`config.mk`:
```
export PLATFORM = sky130hd
export DESIGN_NAME = mcoi_gbt_link_supervisor_flat
export DESIGN_NICKNAME = d
export VERILOG_FILES = /design/src/rtl/mcoi_gbt_link_supervisor.sv /design/src/rtl/mcoi_gbt_link_supervisor_if.sv /design/src/flat_wrapper.sv
export SDC_FILE = /design/constraint.sdc
export NUM_CORES = 1
export LEC_CHECK = 0
export ABC_AREA = 1
export CORE_MARGIN = 1.5
export CORE_UTILIZATION = 46
export DETAILED_ROUTE_END_ITERATION = 10
export PLACE_DENSITY_LB_ADDON = 0.08
export SYNTH_ARGS = -nofsm -noshare
export SYNTH_HDL_FRONTEND = slang
export SYNTH_SLANG_ARGS = --single-unit
```
`constraint.sdc`:
```
create_clock -name ClkRs_ix -period 2.6 [get_ports ClkRs_ix]
set_input_delay 0.52 -clock ClkRs_ix [delete_from_list [all_inputs] [get_ports ClkRs_ix]]
set_output_delay 0.52 -clock ClkRs_ix [all_outputs]
set_load 0.05 [all_outputs]
```
`src/rtl/mcoi_gbt_link_supervisor.sv`:
```
// GBT receive-side link supervisor: qualifies frames by sync nibble (and optionally by
// sequence number), runs the DOWN/ALIGN/LOCKED/LOST state machine with a watchdog,
// forwards payloads only while LOCKED and exports status / saturating error counters.
// Latency: frame in cycle N -> payload_valid_o and state change visible in cycle N+1.
// Backpressure: none; the application must accept one payload per cycle.
// Ports: ClkRs_ix (clk, sync active-high reset), sfp_los_i, link_ready_i, gbt_if (frames
// in, payload out), bitslip_reset_o, link_state_o, link_up_o, err_cnt_o, loss_cnt_o.
// Build option: define MCOI_GBT_SEQ_CHECK_EN to enable sequence-number checking.

package mcoi_gbt_link_supervisor_pkg;
  typedef struct packed {
    logic clk;
    logic reset;
  } ckrs_t;

  typedef enum logic [1:0] {
    ST_DOWN   = 2'd0,
    ST_ALIGN  = 2'd1,
    ST_LOCKED = 2'd2,
    ST_LOST   = 2'd3
  } link_state_t;
endpackage

module mcoi_gbt_link_supervisor
  import mcoi_gbt_link_supervisor_pkg::*;
#(
  parameter int unsigned LOCK_FRAMES = 16,
  parameter int unsigned LOSS_FRAMES = 4,
  parameter int unsigned WDOG_CYCLES = 4096,
  parameter logic [3:0]  SYNC_NIBBLE = 4'hA
) (
  input  ckrs_t                            ClkRs_ix,
  input  logic                             sfp_los_i,
  input  logic                             link_ready_i,
  mcoi_gbt_link_supervisor_if.slave        gbt_if,
  output logic                             bitslip_reset_o,
  output logic [1:0]                       link_state_o,
  output logic                             link_up_o,
  output logic [15:0]                      err_cnt_o,
  output logic [7:0]                       loss_cnt_o
);

  localparam int GOOD_W = $clog2(LOCK_FRAMES + 1);
  localparam int BAD_W  = $clog2(LOSS_FRAMES + 1);
  localparam logic [GOOD_W-1:0] LOCK_LAST  = GOOD_W'(LOCK_FRAMES);
  localparam logic [BAD_W-1:0]  LOSS_LAST  = BAD_W'(LOSS_FRAMES);
  localparam logic [16:0]       WDOG_LIMIT = 17'(WDOG_CYCLES);

  logic w_clk;
  logic w_rst;
  assign w_clk = ClkRs_ix.clk;
  assign w_rst = ClkRs_ix.reset;

  link_state_t       r_state,       w_state_nxt;
  logic [GOOD_W-1:0] r_good_cnt,    w_good_cnt_nxt;
  logic [BAD_W-1:0]  r_bad_cnt,     w_bad_cnt_nxt;
  logic [15:0]       r_wdog,        w_wdog_nxt;
  logic [15:0]       r_err_cnt,     w_err_cnt_nxt;
  logic [7:0]        r_loss_cnt,    w_loss_cnt_nxt;
  logic [51:0]       r_payload,     w_payload_nxt;
  logic              r_payload_vld, w_payload_vld_nxt;
  logic              r_bitslip,     w_bitslip_nxt;
  logic              r_link_up,     w_link_up_nxt;

  logic              w_link_down;
  logic              w_sync_ok;
  logic              w_seq_ok;
  logic              w_frame_good;
  logic              w_frame_bad;
  logic [GOOD_W-1:0] w_good_inc;
  logic [BAD_W-1:0]  w_bad_inc;
  logic [16:0]       w_wdog_inc;
  logic [15:0]       w_err_inc;
  logic [7:0]        w_loss_inc;

  // Loss of signal or an unready RX core overrides everything, including the frame
  // strobed in the same cycle.
  assign w_link_down = sfp_los_i | ~link_ready_i;
  assign w_sync_ok   = (gbt_if.rx_data_i[63:60] == SYNC_NIBBLE);

`ifdef MCOI_GBT_SEQ_CHECK_EN
  logic [7:0] r_seq_ref, w_seq_ref_nxt;
  logic       r_seq_vld, w_seq_vld_nxt;

  // Until a reference exists the seq field cannot make a frame bad; the compare
  // wraps naturally at 8 bits so FF -> 00 is accepted.
  assign w_seq_ok = ~r_seq_vld | (gbt_if.rx_data_i[59:52] == (r_seq_ref + 8'd1));

  // The reference is only ever taken from good frames, so a bad frame never
  // resynchronises it; it is dropped whenever the link leaves ALIGN/LOCKED.
  always_comb begin
    w_seq_ref_nxt = r_seq_ref;
    w_seq_vld_nxt = r_seq_vld;
    if (w_link_down || r_state == ST_DOWN || r_state == ST_LOST) begin
      w_seq_vld_nxt = 1'b0;
    end else if (w_frame_good) begin
      w_seq_ref_nxt = gbt_if.rx_data_i[59:52];
      w_seq_vld_nxt = 1'b1;
    end
  end

  always_ff @(posedge w_clk) begin
    if (w_rst) begin
      r_seq_ref <= 8'd0;
      r_seq_vld <= 1'b0;
    end else begin
      r_seq_ref <= w_seq_ref_nxt;
      r_seq_vld <= w_seq_vld_nxt;
    end
  end
`else
  logic w_unused_seq;
  assign w_unused_seq = ^gbt_if.rx_data_i[59:52];
  assign w_seq_ok     = 1'b1;
`endif

  assign w_frame_good = gbt_if.rx_valid_i & w_sync_ok & w_seq_ok;
  assign w_frame_bad  = gbt_if.rx_valid_i & ~(w_sync_ok & w_seq_ok);

  assign w_good_inc = r_good_cnt + GOOD_W'(1);
  assign w_bad_inc  = r_bad_cnt + BAD_W'(1);
  assign w_wdog_inc = {1'b0, r_wdog} + 17'd1;
  assign w_err_inc  = (r_err_cnt == 16'hFFFF) ? r_err_cnt : r_err_cnt + 16'd1;
  assign w_loss_inc = (r_loss_cnt == 8'hFF) ? r_loss_cnt : r_loss_cnt + 8'd1;

  always_comb begin
    w_state_nxt       = r_state;
    w_good_cnt_nxt    = r_good_cnt;
    w_bad_cnt_nxt     = r_bad_cnt;
    w_wdog_nxt        = '0;
    w_err_cnt_nxt     = r_err_cnt;
    w_loss_cnt_nxt    = r_loss_cnt;
    w_payload_nxt     = r_payload;
    w_payload_vld_nxt = 1'b0;

    if (w_link_down) begin
      w_state_nxt    = ST_DOWN;
      w_good_cnt_nxt = '0;
      w_bad_cnt_nxt  = '0;
    end else begin
      case (r_state)
        ST_DOWN: begin
          w_state_nxt    = ST_ALIGN;
          w_good_cnt_nxt = '0;
          w_bad_cnt_nxt  = '0;
        end

        ST_ALIGN: begin
          if (w_frame_good) begin
            // The frame completing the lock count is consumed here, not forwarded.
            if (w_good_inc == LOCK_LAST) begin
              w_state_nxt    = ST_LOCKED;
              w_good_cnt_nxt = '0;
              w_bad_cnt_nxt  = '0;
            end else begin
              w_good_cnt_nxt = w_good_inc;
            end
          end else if (w_frame_bad) begin
            w_good_cnt_nxt = '0;
            w_err_cnt_nxt  = w_err_inc;
          end
        end

        ST_LOCKED: begin
          if (gbt_if.rx_valid_i) begin
            // Any strobe feeds the watchdog, so a frame on the expiry cycle wins.
            if (w_frame_good) begin
              w_bad_cnt_nxt     = '0;
              w_payload_nxt     = gbt_if.rx_data_i[51:0];
              w_payload_vld_nxt = 1'b1;
            end else begin
              w_err_cnt_nxt = w_err_inc;
              if (w_bad_inc == LOSS_LAST) begin
                w_state_nxt    = ST_LOST;
                w_bad_cnt_nxt  = '0;
                w_loss_cnt_nxt = w_loss_inc;
              end else begin
                w_bad_cnt_nxt = w_bad_inc;
              end
            end
          end else if (w_wdog_inc == WDOG_LIMIT) begin
            w_state_nxt    = ST_LOST;
            w_bad_cnt_nxt  = '0;
            w_loss_cnt_nxt = w_loss_inc;
          end else begin
            w_wdog_nxt = w_wdog_inc[15:0];
          end
        end

        ST_LOST: begin
          w_state_nxt    = ST_ALIGN;
          w_good_cnt_nxt = '0;
          w_bad_cnt_nxt  = '0;
        end

        default: begin
          w_state_nxt = ST_DOWN;
        end
      endcase
    end

    w_bitslip_nxt = (w_state_nxt != ST_DOWN);
    w_link_up_nxt = (w_state_nxt == ST_LOCKED);
  end

  always_ff @(posedge w_clk) begin
    if (w_rst) begin
      r_state       <= ST_DOWN;
      r_good_cnt    <= '0;
      r_bad_cnt     <= '0;
      r_wdog        <= '0;
      r_err_cnt     <= '0;
      r_loss_cnt    <= '0;
      r_payload     <= '0;
      r_payload_vld <= 1'b0;
      r_bitslip     <= 1'b0;
      r_link_up     <= 1'b0;
    end else begin
      r_state       <= w_state_nxt;
      r_good_cnt    <= w_good_cnt_nxt;
      r_bad_cnt     <= w_bad_cnt_nxt;
      r_wdog        <= w_wdog_nxt;
      r_err_cnt     <= w_err_cnt_nxt;
      r_loss_cnt    <= w_loss_cnt_nxt;
      r_payload     <= w_payload_nxt;
      r_payload_vld <= w_payload_vld_nxt;
      r_bitslip     <= w_bitslip_nxt;
      r_link_up     <= w_link_up_nxt;
    end
  end

  assign link_state_o           = r_state;
  assign bitslip_reset_o        = r_bitslip;
  assign link_up_o              = r_link_up;
  assign err_cnt_o              = r_err_cnt;
  assign loss_cnt_o             = r_loss_cnt;
  assign gbt_if.payload_o       = r_payload;
  assign gbt_if.payload_valid_o = r_payload_vld;

endmodule

```
`src/rtl/mcoi_gbt_link_supervisor_if.sv`:
```
// Frame bus between the GBT RX core, the link supervisor and the motor application.
// Port summary: rx_valid_i/rx_data_i carry received 64-bit frames into the supervisor;
// payload_o/payload_valid_o carry qualified 52-bit payloads out to the application.
// master = frame source / payload sink side, slave = the supervisor.
interface mcoi_gbt_link_supervisor_if;
  logic        rx_valid_i;
  logic [63:0] rx_data_i;
  logic [51:0] payload_o;
  logic        payload_valid_o;

  modport master (
    output rx_valid_i,
    output rx_data_i,
    input  payload_o,
    input  payload_valid_o
  );

  modport slave (
    input  rx_valid_i,
    input  rx_data_i,
    output payload_o,
    output payload_valid_o
  );
endinterface

```
`src/flat_wrapper.sv`:
```
// flat-port wrapper written by rule: the top's interface ports become plain ports
module mcoi_gbt_link_supervisor_flat import mcoi_gbt_link_supervisor_pkg::*;
#(
  parameter int unsigned LOCK_FRAMES = 16,
  parameter int unsigned LOSS_FRAMES = 4,
  parameter int unsigned WDOG_CYCLES = 4096,
  parameter logic [3:0]  SYNC_NIBBLE = 4'hA
)
  (ClkRs_ix, sfp_los_i, link_ready_i, bitslip_reset_o, link_state_o, link_up_o, err_cnt_o, loss_cnt_o, gbt_if_rx_valid_i, gbt_if_rx_data_i, gbt_if_payload_o, gbt_if_payload_valid_o);
  mcoi_gbt_link_supervisor_if gbt_if_i ();
  input  ckrs_t ClkRs_ix;
  input  logic sfp_los_i;
  input  logic link_ready_i;
  output logic bitslip_reset_o;
  output logic [1:0] link_state_o;
  output logic link_up_o;
  output logic [15:0] err_cnt_o;
  output logic [7:0] loss_cnt_o;
  input wire logic [$bits(gbt_if_i.rx_valid_i)-1:0] gbt_if_rx_valid_i;
  input wire logic [$bits(gbt_if_i.rx_data_i)-1:0] gbt_if_rx_data_i;
  output wire logic [$bits(gbt_if_i.payload_o)-1:0] gbt_if_payload_o;
  output wire logic [$bits(gbt_if_i.payload_valid_o)-1:0] gbt_if_payload_valid_o;
  assign gbt_if_i.rx_valid_i = gbt_if_rx_valid_i;
  assign gbt_if_i.rx_data_i = gbt_if_rx_data_i;
  assign gbt_if_payload_o = gbt_if_i.payload_o;
  assign gbt_if_payload_valid_o = gbt_if_i.payload_valid_o;
  mcoi_gbt_link_supervisor #(.LOCK_FRAMES(LOCK_FRAMES), .LOSS_FRAMES(LOSS_FRAMES), .WDOG_CYCLES(WDOG_CYCLES), .SYNC_NIBBLE(SYNC_NIBBLE)) u_core (.ClkRs_ix(ClkRs_ix), .sfp_los_i(sfp_los_i), .link_ready_i(link_ready_i), .gbt_if(gbt_if_i), .bitslip_reset_o(bitslip_reset_o), .link_state_o(link_state_o), .link_up_o(link_up_o), .err_cnt_o(err_cnt_o), .loss_cnt_o(loss_cnt_o));
endmodule
```
==> impl_metrics.yaml <==
# physical design summary
final_timing:
  setup_slack_ns: 0.176
  maxSlewHeadroom: 0.615
  timing.final.hold_violations: 0
  final_max_slew_viols: 0
setup_path:
  timing.rr.start: "u_core.link_state_o[0]"
  ff_to_ff_path_depth: 11
  timing.critical_path.slowest_stage_cell: "nor2_2"
  cp_data_required_time_ns: 2.89
  timing.critical_path.mode_cell: "clkbuf_8"
  reg2reg_setup_slack_ns: 0.33
  critical_path.endpoint_type: "flip-flop"
  crit_cells: 10
  critical_path.startpoint: "ClkRs_ix[0]"
  critical_path_arrival_ns: 2.72
floorplan:
  die-area_um2: 10900
  floorplan.io_pins: 150
yosys:
  synthCells: 647
  netlist_top_cells_count: "157 x nor2_1, 105 x dfxtp_1, 90 x nand2_1"
  synth_async_reset_ratio: 0
  post_synth_main_area_contributors: "dfxtp_1 45%, nor2_1 13%, nand2_1 7.2%, o21ai_0 7.0%, inv_1 4.2%"
  synth.largest_area_cell: "dfxtp_1"
  aoi_share: 0.118
  synthesis.area_per_instance_um2: 7.28
global_route:
  grt_antenna_before_repair: 0
  grt.met2_usage: 0.365
  global_route_track_usage_on_met3: 0.214
  sum_of_overflow_across_all_layers_after_global_routing: 0
  grt_usage: 0.266
  groute.layer.met1.usage: 0.218
power_and_ir_drop:
  combinational_share_of_power: 0.055
  power_top_consumer: "the clock network"
  power_switching_share: 0.343
clock_tree:
  cts_resized: 0
  post_cts_buffers: 0
job:
  drv.max_cap_violation_count: 0
hold_path:
  worstHoldPathCells: 4
drt:
  detail_route.iter0.violations: 266
  drt_pre_antenna_iters: 6
cells_and_area:
  seq_cell_count: 105
  post_route_cells_drive_above_1_share: 0.103
  antenna_cells_inserted: 0
  final_core_util: 0.734
outcome:
  status: "complete, no violations"
place:
  dpl_cell_area_um2: 6270
Figure 1. Floorplan with the power grid.
Drawn at 4 px/um. Pins as bars on the die edge. Tap cells in grey.
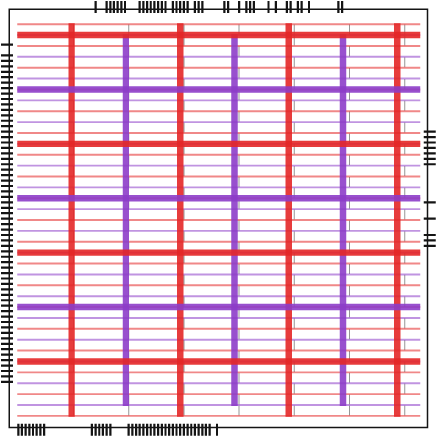
[VSS] red
[VDD] purple
met5 straps: 7
tap cells: 133
signal pins: 150
met1 rails: 37
die height: 104 um
width of the die: 104 um
Peak supply drop: 0.434 mV
standard cell core area: 9860 um^2

Figure 2. Placed cells, one colour a class.
Drawn at 4 px/um. Fill, decap, tap and diode cells in grey.
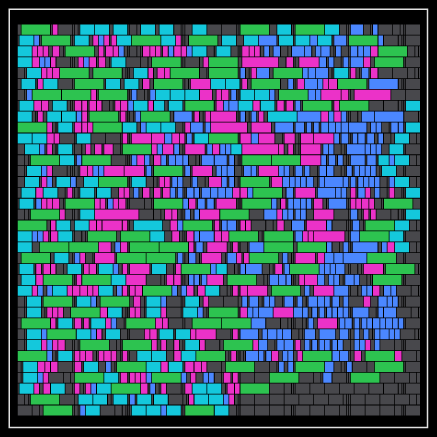
[sequential cells] green | cells: 105
[combinational and other logic] blue | cells: 345
[clock drivers and dummy loads] magenta | cells: 303
[remaining buffers and delay cells] cyan | cells: 146
fraction of standard cell area that is sequential: 0.290
placement row count: 36
final cell area excluding filler cells: 7240 um^2

Figure 3. Clock wires, drivers and flops.
Drawn at 4 px/um.
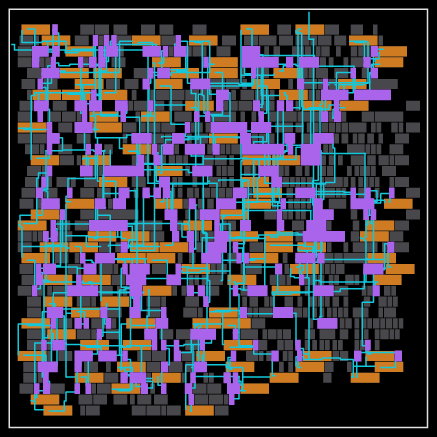
[clock wires] cyan | length: 4,200 um
[flip-flops] orange | count: 105
[clock drivers] purple | count: 285
flops lie: spread over the die
routed clock nets: 287
Clock Skews: 0.0144 ns
Clk pwr share: 0.620
insertion delay of the later-clocked pin in the worst-skew pair: 0.37 ns

Figure 4. Routed metal, one colour a layer.
Drawn at 4 px/um.
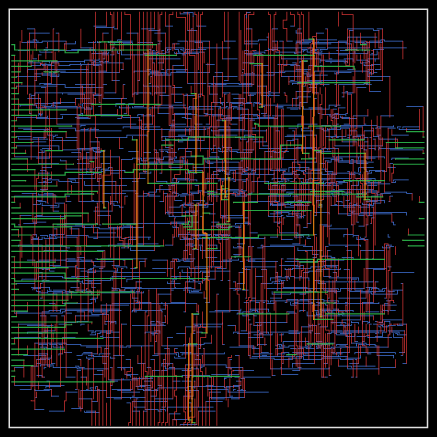
[metal 2] red | wire length: 6,800 um
[metal 3] green | wire length: 1,300 um
[metal 4] orange | wire length: 404 um
[metal 1] blue | wire length: 5,200 um
total detailed-routing wirelength: 13,700 um
vias post-DR: 5,175

Power is estimated from default activity; no workload was simulated.
